### config.mk
export PLATFORM = sky130hd
export DESIGN_NAME = gate_request_ctrl
export DESIGN_NICKNAME = d
export VERILOG_FILES = /design/src/rtl/gate_pkg.sv /design/src/rtl/btn_debounce.sv /design/src/rtl/gate_request_ctrl.sv
export SDC_FILE = /design/constraint.sdc
export NUM_CORES = 1
export LEC_CHECK = 0
export ABC_AREA = 1
export CORE_MARGIN = 10
export CORE_UTILIZATION = 50
export CTS_CLUSTER_DIAMETER = 120
export DETAILED_ROUTE_END_ITERATION = 8
export PLACE_DENSITY = 0.71
export SLEW_MARGIN = 20
export SYNTH_ARGS = -nofsm -noshare
export SYNTH_HDL_FRONTEND = slang
export SYNTH_HIERARCHICAL = 1
export SYNTH_SLANG_ARGS = --single-unit
### constraint.sdc
create_clock -name clk -period 1.9 [get_ports clk]
set_input_delay 0.38 -clock clk [delete_from_list [all_inputs] [get_ports clk]]
set_output_delay 0.38 -clock clk [all_outputs]
set_load 0.1 [all_outputs]
### src/rtl/gate_pkg.sv
// rtl/gate_pkg.sv - shared state encoding and parameter defaults for the gate request controller
package gate_pkg;

  localparam int DEBOUNCE_CYCLES_DEF = 4;
  localparam int DOOR_TIMEOUT_DEF    = 16;
  localparam int REJECT_CYCLES_DEF   = 8;

  localparam logic [2:0] ST_IDLE       = 3'd0;
  localparam logic [2:0] ST_REQ_ENTER  = 3'd1;
  localparam logic [2:0] ST_REQ_EXIT   = 3'd2;
  localparam logic [2:0] ST_WAIT_OPEN  = 3'd3;
  localparam logic [2:0] ST_WAIT_CLOSE = 3'd4;
  localparam logic [2:0] ST_REJECT     = 3'd5;

  function automatic int cnt_width(input int n);
    return $clog2(n) + 1;
  endfunction

endpackage

### src/rtl/btn_debounce.sv
// rtl/btn_debounce.sv - 2-flop synchronizer, debouncer and rising-edge event for one push-button
module btn_debounce
  import gate_pkg::*;
#(
  parameter int DEBOUNCE_CYCLES = DEBOUNCE_CYCLES_DEF
) (
  input  logic clk,
  input  logic rst,
  input  logic btn_i,
  output logic level_o,
  output logic rise_o
);

  localparam int CW = cnt_width(DEBOUNCE_CYCLES);
  localparam logic [CW-1:0] CNT_LAST = CW'(DEBOUNCE_CYCLES - 1);

  logic          sync1_q, sync2_q;
  logic [1:0]    vld_q;
  logic          armed_q, armed_d;
  logic          level_q, level_d;
  logic          rise_q, rise_d;
  logic [CW-1:0] cnt_q, cnt_d;

  // Events are only armed once a released level has been seen after reset,
  // so a button held through reset cannot fire until pressed again.
  always_comb begin
    cnt_d   = '0;
    level_d = level_q;
    rise_d  = 1'b0;
    armed_d = armed_q | (vld_q[1] & ~sync2_q);
    if (sync2_q != level_q) begin
      if (cnt_q == CNT_LAST) begin
        level_d = sync2_q;
        rise_d  = sync2_q & armed_q;
      end else begin
        cnt_d = cnt_q + CW'(1);
      end
    end
  end

  always_ff @(posedge clk or posedge rst) begin
    if (rst) begin
      sync1_q <= 1'b0;
      sync2_q <= 1'b0;
      vld_q   <= 2'b00;
      armed_q <= 1'b0;
      level_q <= 1'b0;
      rise_q  <= 1'b0;
      cnt_q   <= '0;
    end else begin
      sync1_q <= btn_i;
      sync2_q <= sync1_q;
      vld_q   <= {vld_q[0], 1'b1};
      armed_q <= armed_d;
      level_q <= level_d;
      rise_q  <= rise_d;
      cnt_q   <= cnt_d;
    end
  end

  assign level_o = level_q;
  assign rise_o  = rise_q;

endmodule

### src/rtl/gate_request_ctrl.sv
// rtl/gate_request_ctrl.sv - debounced entry/exit button front end issuing gate requests
module gate_request_ctrl
  import gate_pkg::*;
#(
  parameter int DEBOUNCE_CYCLES = DEBOUNCE_CYCLES_DEF,
  parameter int DOOR_TIMEOUT    = DOOR_TIMEOUT_DEF,
  parameter int REJECT_CYCLES   = REJECT_CYCLES_DEF
) (
  input  logic       clk,
  input  logic       reset,
  input  logic       enterBtn,
  input  logic       exitBtn,
  input  logic [1:0] exitSel,
  input  logic       doorOpen,
  input  logic       isFull,
  output logic       enter,
  output logic       exit,
  output logic [1:0] exitLocation,
  output logic       busy,
  output logic       rejectLED
);

  localparam int TW = cnt_width(DOOR_TIMEOUT);
  localparam int RW = cnt_width(REJECT_CYCLES);
  localparam logic [TW-1:0] TMO_LAST = TW'(DOOR_TIMEOUT - 1);
  localparam logic [RW-1:0] REJ_LAST = RW'(REJECT_CYCLES - 1);

  logic          enter_ev, exit_ev;
  logic          enter_lvl, exit_lvl;
  logic [2:0]    state_q, state_d;
  logic [1:0]    loc_q, loc_d;
  logic [TW-1:0] tmo_q, tmo_d;
  logic [RW-1:0] rej_q, rej_d;

  btn_debounce #(.DEBOUNCE_CYCLES(DEBOUNCE_CYCLES)) u_enter_db (
    .clk    (clk),
    .rst    (reset),
    .btn_i  (enterBtn),
    .level_o(enter_lvl),
    .rise_o (enter_ev)
  );

  btn_debounce #(.DEBOUNCE_CYCLES(DEBOUNCE_CYCLES)) u_exit_db (
    .clk    (clk),
    .rst    (reset),
    .btn_i  (exitBtn),
    .level_o(exit_lvl),
    .rise_o (exit_ev)
  );

  // Events are single-cycle and only consumed in IDLE; anything else is dropped.
  always_comb begin
    state_d = state_q;
    loc_d   = loc_q;
    tmo_d   = '0;
    rej_d   = '0;
    case (state_q)
      ST_IDLE: begin
        if (exit_ev) begin
          state_d = ST_REQ_EXIT;
          loc_d   = exitSel;
        end else if (enter_ev) begin
          state_d = isFull ? ST_REJECT : ST_REQ_ENTER;
        end
      end
      ST_REQ_ENTER, ST_REQ_EXIT: state_d = ST_WAIT_OPEN;
      ST_WAIT_OPEN: begin
        if (doorOpen) begin
          state_d = ST_WAIT_CLOSE;
        end else if (tmo_q == TMO_LAST) begin
          state_d = ST_IDLE;
        end else begin
          tmo_d = tmo_q + TW'(1);
        end
      end
      ST_WAIT_CLOSE: begin
        if (!doorOpen) state_d = ST_IDLE;
      end
      ST_REJECT: begin
        if (rej_q == REJ_LAST) begin
          state_d = ST_IDLE;
        end else begin
          rej_d = rej_q + RW'(1);
        end
      end
      default: state_d = ST_IDLE;
    endcase
  end

  always_ff @(posedge clk or posedge reset) begin
    if (reset) begin
      state_q <= ST_IDLE;
      loc_q   <= 2'b00;
      tmo_q   <= '0;
      rej_q   <= '0;
    end else begin
      state_q <= state_d;
      loc_q   <= loc_d;
      tmo_q   <= tmo_d;
      rej_q   <= rej_d;
    end
  end

  assign enter        = (state_q == ST_REQ_ENTER);
  assign exit         = (state_q == ST_REQ_EXIT);
  assign exitLocation = loc_q;
  assign busy         = (state_q != ST_IDLE);
  assign rejectLED    = (state_q == ST_REJECT);

  logic unused_lvl;
  assign unused_lvl = enter_lvl ^ exit_lvl;

endmodule

Fig. 1: placement view
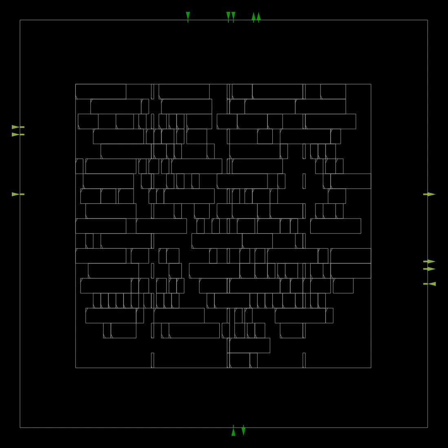
well tap count: 31
final std cells w/o fill: 199
core area: 2781 um2
number of inserted filler cells in the final layout: 241

Fig. 2: placement density heat map
Drawn at 4 px/um. 7 x 7 tiles, from dark blue (low) to red (high), 0 to 100% covered.
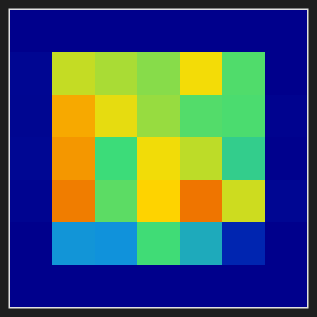
nearly empty tiles: 49%
densest ninth of the die: center
emptiest ninth of the die: lower right
mean over tiles: 31%
fullest tile: 87%

==> ci_impl_report.md <==
## PnR job results

| Metric | Value |
|---|---|
| Outcome | finished, final reports clean |
| CTS tree | built |
| Standard-cell row count | 19 |
| Avg Synthesized Cell Area | 9.809 um2 |
| Die Span Y | 74.25 um |
| CTS Hold Buffers Added | 0 |
| Startpoint of the most critical hold path | u_enter_db/sync1_q$_DFF_PP0_ |
| Fp_density | 52.90% |
| HPWL reported at the end of detailed placement | 2.005 mm |
| Period Utilization, post-route | 93.75% |
| Via count | 993 |
| Largest fanout on the critical path | 8 |
| Synthesized Nets | 162 |
| Part of the Yosys area used for sequential elements | 57.82% |
| Post-CTS Repair Setup Buffers | 0 |
| Area of the die | 5512 um2 |
| Chip area line of the yosys report | 1471 um2 |
| Cells resized by post-CTS repair | 0 |
| Placer congestion estimate | 0.7919 |
| Launch instance of the worst register-to-register path | state_q[2]$_DFFE_PP0P_ |
| Max-slew violation count | 0 |
| Synthesized instance count | 150 |
| Number of detailed-routing iterations run before antenna repair | 4 |
| Drt wl/cell | 12.31 um |
| Headroom to the max-slew limit | 64.86% |
| Launching instance or port of the critical path | state_q[2]$_DFFE_PP0P_ |
| Multiplexer share | 2.041% |
| Ratio of total power to cell area | 1462 nW/um2 |
| HP Class | register to register |
| Number of global-route vias before repair | 1087 |
| Maximum number of pins on one net before global-route repair | 15 |
| Peak VDD IR | 1.567 mV |
| Number of cell instances after yosys synthesis | 150 |
| Chip width | 74.25 um |
| Number of unique standard cell types used by synthesis | 26 |
| Largest buffer count on any clock path | 2 |
| Number of setup violations in the final report | 0 |
| DRC errors left | 0 |
| Antenna Violating Nets Remaining | 0 |
| Leakage dissipation | 0.0008475 uW |
| Most used routing layer | met2 |
| Fin nets | 181 |
| Placed Cells | 193 |
| Register-to-Register Setup Slack | 0.60 ns |
| Warning count from the yosys run | 6 |
| Average vias per placed instance | 4.990 |
| Met3 Usage GRT | 4.255% |
| Top cell type by total area after synthesis | sky130_fd_sc_hd__dfrtp_1 |
| Antenna violations before repair | 0 |
| Synth top area cells | sky130_fd_sc_hd__dfrtp_1, sky130_fd_sc_hd__nand2_1, sky130_fd_sc_hd__nor2_1 |
| Synth top area share | 57.82% |
| Post-synthesis register bit count | 34 |
| Growth of design area from synthesis to finish | 16.75% |
| RSZ-0062 raised after global routing | false |
| Yosys adder share | 3.401% |
| Biggest combinational cell group after synthesis | simple AND/OR/NAND/NOR gates |
| Count of final hold-check violations | 0 |
| Total number of warnings across the stage logs | 26 |
| Type of destination of the critical path | output port |
| Transition time of the tightest slew-check pin | 0.5265 ns |
| MaxCap Viol Count | 0 |
| CP Class | register to output port |
| Clk pin slew, worst setup/hold paths | 0.09 ns |
| Post-Syn Area | 1471 um2 |
| Nature of the critical path startpoint | register |
| Fraction of layout cells with a size suffix above 1 | 18.45% |
| Met2 Track Usage GR | 18.75% |
| Fraction of the mapped netlist area in simple logic gates | 24.23% |
| Number of buffers created by CTS | 5 |
| Critical path required time | 1.52 ns |
| Post-Synth AOI/OAI Area | 3.316% |
| Grt ovf | 0 |
| CTS root buf | sky130_fd_sc_hd__clkbuf_4 |
| Setup Skew | 0.006825 ns |
| CTS sink cnt | 34 |
| Clock period minus final worst setup slack | 1.781 ns |
| Source-to-sink clock delay at the later pin of the worst-skew pair | 0.30 ns |
| F_max | 561.4 MHz |
| Global-route total usage across every layer | 10.15% |
| XOR/XNOR share of the synthesized area | 1.786% |
| Diodes inserted | 0 |
| Fraction of met1 tracks used by global routing | 10.18% |
| H-tree lvl count | 2 |
| Crit path arrival time | 1.40 ns |
| Post-Route Setup TNS | 0 ns |
| Wire length of the first global-routing pass | 4.422 mm |
| Total wire length | 2.449 mm |
| Iteration-0 DRC Markers | 63 |
Fig. 3: port wiring
Drawn at 4 px/um.
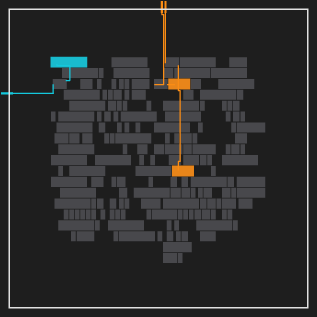
| color | port | direction | end cells | buffers | wire |
|---|---|---|---|---|---|
| cyan | `exitBtn` | input | 1 | 1 | 20.8 um |
| orange | `exitSel` | input | 2 | 2 | 62.6 um |
count of port buffers added during placement: 13
# IOs: 14

-- layer usage --
layer  vias up  part of all wire [%]
li1        497                     -
met1       474                    38
met2        20                    56
met3         2                   4.7
met4         0                  0.53
met5         -                     0
-- report_power, final --
part | internal (uW) | switching (uW) | total, uW
registers | 851 | 127 | 978
clock network | 167 | 199 | 366
logic | 382 | 786 | 1170
-- sequential cells by signal (all words and copies together), names as in the netlist --
register,count
u_enter_db/rise_o,1
u_exit_db/rise_o,1
u_exit_db/cnt_q,3
rej_q,4
tmo_q,5
u_exit_db/sync2_q,1
u_enter_db/vld_q,2
state_q,3
u_exit_db/sync1_q,1
u_enter_db/cnt_q,3
exitLocation,2
u_exit_db/vld_q,2
u_exit_db/level_o,1
u_enter_db/sync2_q,1
u_enter_db/sync1_q,1
u_enter_db/level_o,1
u_enter_db/armed_q,1
u_exit_db/armed_q,1
-- per-stage QoR --
stage	power, uW	utilization (%)	hold WS [ns]	instance area, um2	setup WS (ns)
3_3_place_gp	2132	59.92	0.3326	1667	0.4236
3_5_place_dp	2174	59.92	0.3387	1667	0.3969
4_1_cts	2545	61.76	0.3595	1718	0.09698
2_1_floorplan	1846	-	0.2202	1474	0.1341
5_1_grt	2699	61.76	0.3676	1718	0.01753
6_report	2512	61.76	0.3569	1718	0.1188
-- synthesized netlist by cell type, drive strengths merged --
master / n
dfrtp: 34
nand2: 30
nor2: 25
inv: 24
nand3: 12
ha: 4
a21oi: 3
nand4: 3
a21o: 2
conb: 2
mux2: 2
o21ai: 2
xor2: 2
a31oi: 1
buf: 1
nand3b: 1
nor3: 1
xnor2: 1
-- worst max-delay path: stages (launching register included) --
cell and delay [ns]:
sky130_fd_sc_hd__dfrtp_1 0.54, sky130_fd_sc_hd__inv_1 0.19, sky130_fd_sc_hd__nand2_1 0.17, sky130_fd_sc_hd__buf_12 0.19
-- worst paths after layout --
path,cells after the start,to
setup / recovery,3,busy
hold / removal,0,u_enter_db/sync2_q$_DFF_PP0_
setup reg to reg,3,exitLocation[0]$_DFFE_PP0P_
hold reg to reg,0,u_enter_db/sync2_q$_DFF_PP0_
max in group asynchronous,2,tmo_q[0]$_DFF_PP0_
min in group asynchronous,2,u_enter_db/rise_o$_DFF_PP0_
-- placed cells by master (no fill, tap or decap), drive strengths merged --
| cell type | instances |
|---|---|
| a21oi | 3 |
| nor2 | 25 |
| a21o | 2 |
| nand3b | 1 |
| ha | 4 |
| nand4 | 3 |
| nand2 | 30 |
| dfrtp | 34 |
| xor2 | 2 |
| nor3 | 1 |
| nand3 | 12 |
| buf | 6 |
| mux2 | 2 |
| o21ai | 2 |
| clkbuf | 6 |
| inv | 24 |
| conb | 2 |
| clkdlybuf4s50 | 7 |
| xnor2 | 1 |
| a31oi | 1 |
-- final cells by class --
type / instances / area (um2) / area share [%]
well taps: 31 / 38.79 / 2.258
inverters: 24 / 90.09 / 5.244
multi-input cells: 91 / 521.8 / 30.37
clock buffers: 6 / 51.30 / 2.986
repair buffers: 13 / 165.2 / 9.614
flip-flops and latches: 34 / 850.8 / 49.53
Power and IR drop assume default switching activity.
